===== config.mk =====
export PLATFORM = sky130hd
export DESIGN_NAME = ram_master
export DESIGN_NICKNAME = d
export VERILOG_FILES = /design/src/rtl/ram_noc_pkg.sv /design/src/rtl/ram_credit_counter.sv /design/src/rtl/ram_master.sv
export SDC_FILE = /design/constraint.sdc
export NUM_CORES = 1
export LEC_CHECK = 0
export CORE_MARGIN = 4
export CORE_UTILIZATION = 40
export CTS_CLUSTER_DIAMETER = 30
export DETAILED_ROUTE_END_ITERATION = 6
export PLACE_DENSITY = 0.66
export SETUP_SLACK_MARGIN = 0.1
export SLEW_MARGIN = 20
export SYNTH_ARGS = -nofsm -noshare
export SYNTH_HDL_FRONTEND = slang
export SYNTH_SLANG_ARGS = --single-unit

===== constraint.sdc =====
create_clock -name clk -period 5.8 [get_ports clk]
set_input_delay 0.58 -clock clk [delete_from_list [all_inputs] [get_ports clk]]
set_output_delay 0.58 -clock clk [all_outputs]
set_load 0.05 [all_outputs]

===== src/rtl/ram_noc_pkg.sv =====
// Shared types and helpers for the RAM-over-NoC masters: state encoding,
// the write-ack code, the test pattern and request/response (un)packing.
package ram_noc_pkg;

    localparam logic [7:0] ACK_DATA = 8'h80;
    localparam int CTRL_W  = 2;
    localparam int FIELD_W = 32;
    localparam int PACK_W  = 64;

    typedef enum logic [2:0] {IDLE, WR, WAIT_WR, RD, WAIT_RD, DONE} state_t;

    function automatic logic [FIELD_W-1:0] mask_w(input logic [FIELD_W-1:0] v, input int w);
        if (w >= FIELD_W) return v;
        return v & ((32'd1 << w) - 32'd1);
    endfunction

    // Expected data for a word: low data-width bits of its address XOR the seed.
    function automatic logic [FIELD_W-1:0] pattern(input logic [FIELD_W-1:0] addr,
                                                   input logic [FIELD_W-1:0] seed, input int w);
        return mask_w(mask_w(addr, w) ^ seed, w);
    endfunction

    function automatic logic [PACK_W-1:0] pack_req(input logic [FIELD_W-1:0] data,
                                                   input logic [FIELD_W-1:0] addr,
                                                   input logic we, input logic re,
                                                   input logic [FIELD_W-1:0] src,
                                                   input int aw, input int nw);
        return (64'(data) << (aw + CTRL_W + nw)) | (64'(addr) << (CTRL_W + nw)) |
               (64'(we) << (nw + 1)) | (64'(re) << nw) | 64'(src);
    endfunction

    function automatic logic [FIELD_W-1:0] resp_data(input logic [PACK_W-1:0] p, input int w, input int nw);
        logic [PACK_W-1:0] s;
        s = p >> nw;
        return mask_w(s[FIELD_W-1:0], w);
    endfunction

    function automatic logic [FIELD_W-1:0] resp_src(input logic [PACK_W-1:0] p, input int nw);
        return mask_w(p[FIELD_W-1:0], nw);
    endfunction

endpackage


===== src/rtl/ram_credit_counter.sv =====
// Outstanding-request credit counter; saturates at CREDITS on unexpected returns.
module ram_credit_counter #(
    parameter int CREDITS = 4
) (
    input  logic                         clk,
    input  logic                         rst,
    input  logic                         take,
    input  logic                         give,
    output logic [$clog2(CREDITS+1)-1:0] count,
    output logic                         avail,
    output logic                         full,
    output logic                         overflow
);
    localparam int CW = $clog2(CREDITS + 1);

    logic [CW-1:0] count_nxt;

    always_comb begin
        count_nxt = count;
        if (take && !give)
            count_nxt = count - CW'(1);
        else if (give && !take && !full)
            count_nxt = count + CW'(1);
    end

    assign full     = (count == CW'(CREDITS));
    assign overflow = give & full;
    // Lookahead: a credit will be held at the start of next cycle.
    assign avail    = (count_nxt != '0);

    always_ff @(posedge clk) begin
        if (rst) count <= CW'(CREDITS);
        else     count <= count_nxt;
    end

endmodule


===== src/rtl/ram_master.sv =====
// Credit-based RAM test master: writes a seeded pattern to its slice, reads it back, counts errors.
// Define RAM_MASTER_LOG_EN to log requests/responses in simulation.
module ram_master
    import ram_noc_pkg::*;
#(
    parameter int               WIDTH        = 8,
    parameter int               ADDR_WIDTH   = 7,
    parameter int               N            = 16,
    parameter int               N_ADDR_WIDTH = $clog2(N),
    parameter int               NODE         = 0,
    parameter int               RAM_NODE     = 15,
    parameter int               WORDS        = 8,
    parameter int               CREDITS      = 4,
    parameter logic [WIDTH-1:0] SEED         = 8'h5A,
    parameter int               PACKED_OUT   = WIDTH + ADDR_WIDTH + 2 + N_ADDR_WIDTH,
    parameter int               PACKED_IN    = WIDTH + N_ADDR_WIDTH
) (
    input  logic                         clk,
    input  logic                         rst,
    input  logic                         start,
    output logic [PACKED_OUT-1:0]        o_packed_out,
    output logic [N_ADDR_WIDTH-1:0]      o_dest_out,
    output logic                         o_valid_out,
    input  logic                         o_ready_in,
    input  logic [PACKED_IN-1:0]         i_packed_in,
    input  logic                         i_valid_in,
    output logic                         i_ready_out,
    output logic                         done,
    output logic                         pass,
    output logic [7:0]                   err_count,
    output logic [$clog2(CREDITS+1)-1:0] credits
);
    localparam int          IW   = $clog2(WORDS + 1);
    localparam logic [31:0] BASE = 32'(NODE * WORDS);

    state_t        state;
    logic [IW-1:0] iss_idx, chk_idx;
    logic          take, give, active, avail, full, overflow;
    logic [31:0]   rsp_data, rsp_src;
    logic          bad_src, bad_data;
    logic [7:0]    err_nxt;

    function automatic logic [31:0] word_addr(input logic [IW-1:0] k);
        return 32'(ADDR_WIDTH'(BASE + 32'(k)));
    endfunction

    function automatic logic [PACKED_OUT-1:0] build_req(input logic [IW-1:0] k, input logic wr);
        logic [31:0] addr;
        logic [63:0] p;
        addr = word_addr(k);
        p = pack_req(wr ? pattern(addr, 32'(SEED), WIDTH) : 32'd0, addr, wr, !wr,
                     32'(NODE), ADDR_WIDTH, N_ADDR_WIDTH);
        return p[PACKED_OUT-1:0];
    endfunction

    function automatic logic [7:0] sat_add_err(input logic [7:0] a, input logic [1:0] b);
        logic [8:0] s;
        s = {1'b0, a} + 9'(b);
        return s[8] ? 8'hFF : s[7:0];
    endfunction

    assign active      = (state == WR) || (state == WAIT_WR) || (state == RD) || (state == WAIT_RD);
    assign take        = o_valid_out & o_ready_in;
    assign give        = i_valid_in & active;
    assign i_ready_out = 1'b1;

    ram_credit_counter #(.CREDITS(CREDITS)) u_credits (
        .clk      (clk),
        .rst      (rst),
        .take     (take),
        .give     (give),
        .count    (credits),
        .avail    (avail),
        .full     (full),
        .overflow (overflow)
    );

    assign rsp_data = resp_data(64'(i_packed_in), WIDTH, N_ADDR_WIDTH);
    assign rsp_src  = resp_src(64'(i_packed_in), N_ADDR_WIDTH);

    always_comb begin
        bad_src  = (rsp_src != 32'(RAM_NODE));
        bad_data = 1'b0;
        if (state == WR || state == WAIT_WR)
            bad_data = (rsp_data != 32'(ACK_DATA));
        else
            bad_data = (rsp_data != pattern(word_addr(chk_idx), 32'(SEED), WIDTH));
        err_nxt = err_count;
        if (give)
            err_nxt = sat_add_err(err_count, {1'b0, bad_src} + {1'b0, bad_data} + {1'b0, overflow});
    end

    always_ff @(posedge clk) begin
        if (rst) begin
            state        <= IDLE;
            o_valid_out  <= 1'b0;
            o_packed_out <= '0;
            o_dest_out   <= N_ADDR_WIDTH'(RAM_NODE);
            iss_idx      <= '0;
            chk_idx      <= '0;
            done         <= 1'b0;
            pass         <= 1'b0;
            err_count    <= '0;
        end else begin
            err_count <= err_nxt;
            if (give && (state == RD || state == WAIT_RD))
                chk_idx <= chk_idx + IW'(1);
            case (state)
                IDLE, DONE: if (start) begin
                    state        <= WR;
                    o_valid_out  <= 1'b1;
                    o_packed_out <= build_req('0, 1'b1);
                    iss_idx      <= '0;
                    chk_idx      <= '0;
                    err_count    <= '0;
                    done         <= 1'b0;
                    pass         <= 1'b0;
                end
                WR, RD: begin
                    if (take && iss_idx == IW'(WORDS - 1)) begin
                        o_valid_out <= 1'b0;
                        iss_idx     <= '0;
                        state       <= (state == WR) ? WAIT_WR : WAIT_RD;
                    end else begin
                        if (take)
                            iss_idx <= iss_idx + IW'(1);
                        // Payload only moves when the current one was accepted or none is offered.
                        if (take || !o_valid_out) begin
                            o_valid_out  <= avail;
                            o_packed_out <= build_req(take ? iss_idx + IW'(1) : iss_idx, state == WR);
                        end
                    end
                end
                WAIT_WR: if (full) begin
                    state        <= RD;
                    o_valid_out  <= 1'b1;
                    o_packed_out <= build_req('0, 1'b0);
                end
                WAIT_RD: if (full) begin
                    state <= DONE;
                    done  <= 1'b1;
                    pass  <= (err_nxt == 8'd0);
                end
                default: state <= IDLE;
            endcase
        end
    end

`ifdef RAM_MASTER_LOG_EN
    always @(posedge clk) begin
        if (!rst && take)
            $display("master_%0d %0t req %s addr=%0h data=%0h", NODE, $time,
                     o_packed_out[N_ADDR_WIDTH+1] ? "WR" : "RD",
                     o_packed_out[N_ADDR_WIDTH+2 +: ADDR_WIDTH],
                     o_packed_out[PACKED_OUT-1 -: WIDTH]);
        if (!rst && give)
            $display("master_%0d %0t rsp data=%0h ok=%0d", NODE, $time, rsp_data,
                     !(bad_src || bad_data || overflow));
    end
`endif

endmodule


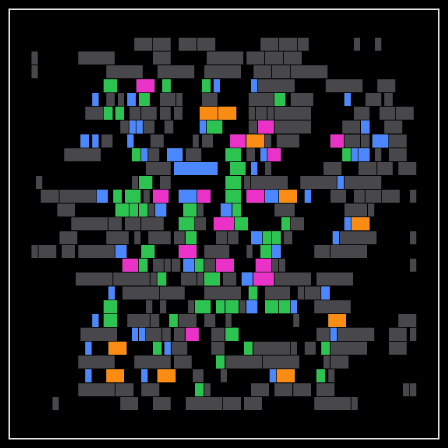
*Gate-type map, run 1*
Orange stands for mux cells, cells 10. Green stands for aoi and oai cells, cells 50. Magenta stands for non-inverting ao/oa cells, cells 15, where middle. Blue stands for nor cells, cells 47.

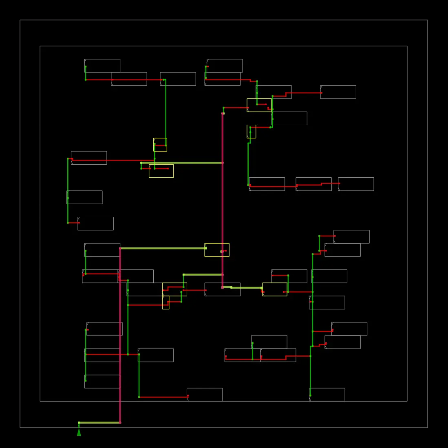
*Clock nets, run 1*
cts bufs inserted: 5
clk latency late pin: 0.29 ns
clk_skew: 0.00345 ns
clock-net power: 0.000173 W
Flops: 35

==> out/metrics.csv, run 1 <==
metric;value;unit
met2_usage;0.237;
crit_arrival;4.02;ns
fp.dieW;84.3;um
die_y;84.3;um
worst-path-stages;11;
min_path_type;reg2reg;
top_layer;met4;
setup_slack;1.98;ns
holdPathStages;2;
p_switching;0.000198;W
drive_gt1_frac;0.0596;
grtUsageTotal;0.158;
status;complete, no violations;
end_kind;flop;
relSlewSlack;0.528;
synth_area;2330;sq um
fin_setup_tns;0;ns
maxPowerGroup;registers;
regArea;701;sq um
ir_worst_vdd;0.000101;V
dp.cells;383;
met2WireLength;2250;um
pre_cts_slack;1.78;ns
max_stage_delay;0.73;ns
crit_top_cell;fa_1;
worstSetupPathType;reg2reg;
area.combinational;1460;sq um
grt.busiest_layer;met2;
cp_slowest_cell;dfxtp_1;
finalClockPeriodUsage;0.659;
netlist_logic_family_top;simple AND/OR/NAND/NOR gates;
p_clk_frac;0.297;
yosysTopAreaCell;dfxtp_1;
routabilityCongestion;0.921;
cts_setup_buffers;0;
p_comb_frac;0.261;
async_flop_share;0;
most_common_cell;dfxtp_1;
cts_htree_levels;2;
p_int;0.000386;W
worst_hold_startpoint;o_packed_out[14]$_SDFFE_PP0P_;
synthFlopType;dfxtp_1;
reg2reg_setup_slack;1.98;ns
ys_types;64;
drt-total-wl;5360;um
synth_warnings;0;
nNetsFinal;344;
powerSeq;0.000258;W
max_freq;0.262;GHz
clk_pin_slew_worst_paths;0.07;ns
ys_sh_aoi;0.194;
synthXorXnorAreaFrac;0.0565;
grt_overflow;0;
dr_wl_met3;328;um
final_core_util;0.502;
antenna_found_initial;0;
fp_util;0.417;
grt_max_degree;26;
drv_cap;0;
hold_path_end;o_packed_out[14]$_SDFFE_PP0P_;
met1_usage;0.220;
rows;27;
tightest_slew;0.707;ns
rsz0062_at_grt;false;
num_antenna_cells;0;
clockBufferDepth;2;
yosys_cells;283;
synth-edff-count;0;
post_drt_wl_per_cell;13.7;um
synthCells;283;
hold_viol_final;0;
fin_cells;391;
hold-worst-slack;0.451;ns
die-area;7100;sq um
final_max_slew_viol_count;0;
worstReg2RegStart;state[2]$_SDFFE_PP0P_;
postCtsResizedCells;0;
met1_length;2680;um
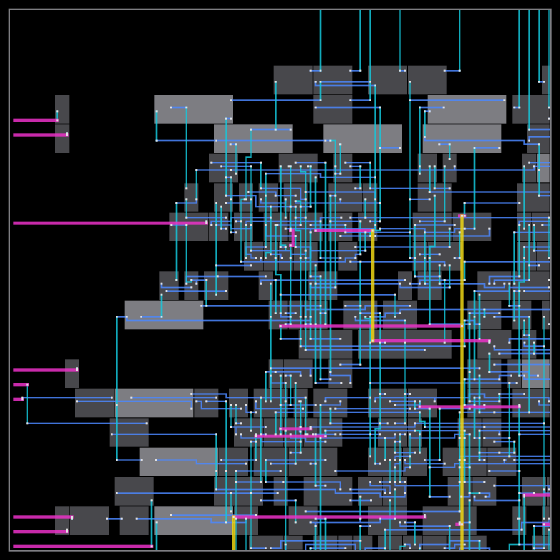
*Zoomed window, run 1*
Region (0, 34) to (50, 84) um. Cells in gray, sequential cells in the stronger gray; small squares are vias.
Blue stands for metal 1. Magenta stands for metal 3. Cyan stands for metal 2. Yellow stands for metal 4.
Sequential cells in the window: 9. Netlist names of flops here include `err_count` (6), `u_credits.count` (3). 133 logic cells have their middle in the window. Most frequent: clkdlybuf4s50_1 (12), nor2_1 (11), dfxtp_1 (9).

[run 1: cell usage in the layout, fill, tap and decap left out, drive strengths merged, types with 5 or more instances in the layout]
cell type and n:
nand2 23, conb 14, clkdlybuf4s50 42, ha 7, nor3 6, a31oi 5, and3 6, nor2b 7
mux2i 10, o21ai 10, xnor2 7, nand3 11, clkbuf 6, nand4 5, nor2 28, a21oi 17
inv 9, dfxtp 35, xor2 8
[run 1: final cells by class]
class	count	area share
Tap cell	72	0.0322
Clock inverter	2	0.00447
Multi-Input combinational cell	224	0.522
Timing Repair Buffer	43	0.153
Inverter	9	0.0121
Clock buffer	6	0.0259
Sequential cell	35	0.250
[run 1: state kept, by name, summed over array words and instances (netlist names)]
signal,count
u_credits.count,3
iss_idx,4
err_count,8
state,3
pass,1
o_packed_out,10
chk_idx,4
o_valid_out,1
done,1
==> inputs of run 2 (changes only) <==
Settings changed: PLACE_DENSITY 0.66 to 0.68.
Clock period 5.8 ns to 3.4 ns, I/O delays scaled along.
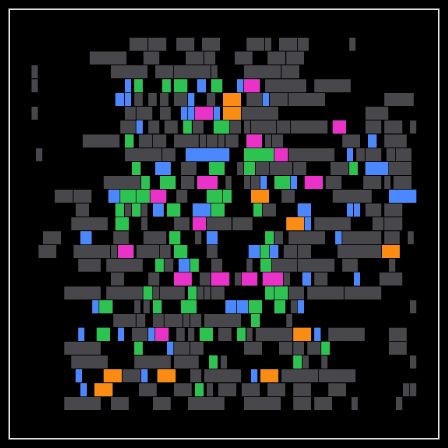
*Gate-type map, run 2*
Green stands for aoi and oai cells, cells 50. Magenta stands for non-inverting ao/oa cells, cells 15. Orange stands for mux cells, cells 10. Blue stands for nor cells, cells 47.
final cell count without fillers: 405
Comb/total area: 0.505
Top cell excl fill/tap: clkdlybuf4s50_1

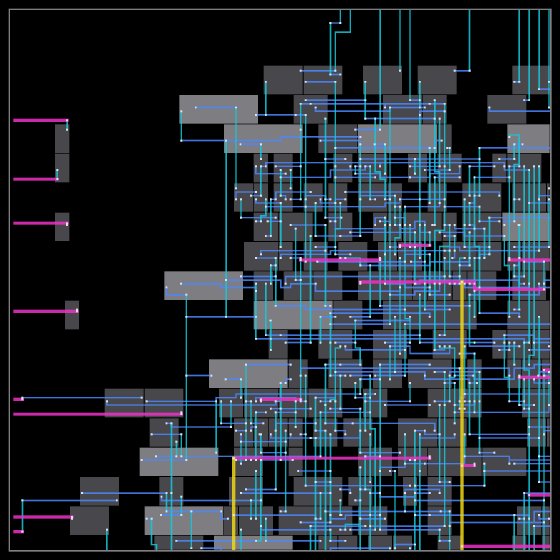
*Zoomed window, run 2*
Region (0, 34) to (50, 84) um. Cells in gray, sequential cells in the stronger gray; small squares are vias.
Cyan stands for metal 2. Yellow stands for metal 4. Blue stands for metal 1. Magenta stands for metal 3.
Most frequent: clkdlybuf4s50_1 (12), dfxtp_1 (11), nor2_1 (9). Netlist names of flops here include `err_count` (6), `u_credits.count` (3). 137 logic cells have their middle in the window. Sequential cells in the window: 11.

==> out/metrics.csv, run 2 <==
metric;value;unit
end_kind;flop;
sh_seq_area;0.238;
max_stage_delay;0.54;ns
dp.cells;397;
nNetsFinal;358;
grt.busiest_layer;met2;
finClkSkew;0.00649;ns
status;complete, no violations;
p_clk_frac;0.310;
top_layer;met4;
most_common_cell;dfxtp_1;
min_path_type;reg2reg;
ys_sh_aoi;0.194;
largest_register_ffs;10;
powerSeq;0.000436;W
fp.dieW;84.3;um
p_comb_frac;0.272;
post_drt_wl_per_cell;14.0;um
yosys_cells;283;
fp_util;0.417;
powerClk;0.000324;W
reg_top3;o_packed_out x10, err_count x8;
drive_gt1_frac;0.126;
maxPowerGroup;registers;
inverters;9;
synth_warnings;0;
finalClockPeriodUsage;0.912;
synthXorXnorAreaFrac;0.0565;
area.combinational;1500;sq um
hold_viol_final;0;
clk_pin_slew_worst_paths;0.07;ns
grtUsageTotal;0.162;
drv_cap;0;
seq_cell_count;35;
rsz0062_at_grt;true;
buffers;57;
grt_max_degree;20;
comb_cells;224;
regArea;707;sq um
async_flop_share;0;
drt-total-wl;5680;um
top_register;o_packed_out;
cts_htree_levels;2;
max_freq;0.323;GHz
final_core_util;0.533;
ys_types;64;
synth_area;2330;sq um
routabilityCongestion;0.878;
dr_wl_met3;343;um
buf_share;0.182;
met1_usage;0.217;
clockBufferCount;6;
hold-worst-slack;0.451;ns
synthFlopType;dfxtp_1;
netlist_logic_family_top;simple AND/OR/NAND/NOR gates;
area_share_clock_buf_inv;0.0333;
yosysTopAreaCell;dfxtp_1;
final_max_slew_viol_count;0;
synth-edff-count;0;
fin_setup_tns;0;ns
die-area;7100;sq um
p_int;0.000693;W
final_cell_mix;clkdlybuf4s50_1, dfxtp_1, nor2_1;
-- run 2: cell counts after synthesis --
Identical to the previous run, type by type.
-- run 2: final timing paths --
path,startpoint,slack (ns),endpoint,cells past startpoint
hold reg to reg,o_packed_out[14]$_SDFFE_PP0P_,0.45,o_packed_out[14]$_SDFFE_PP0P_,2
hold / removal,o_packed_out[14]$_SDFFE_PP0P_,0.45,o_packed_out[14]$_SDFFE_PP0P_,2
setup reg to reg,chk_idx[1]$_SDFF_PP0_,0.31,pass$_SDFFE_PP0P_,13
setup / recovery,i_packed_in[4],0.30,pass$_SDFFE_PP0P_,13
Power and IR drop assume default switching activity.
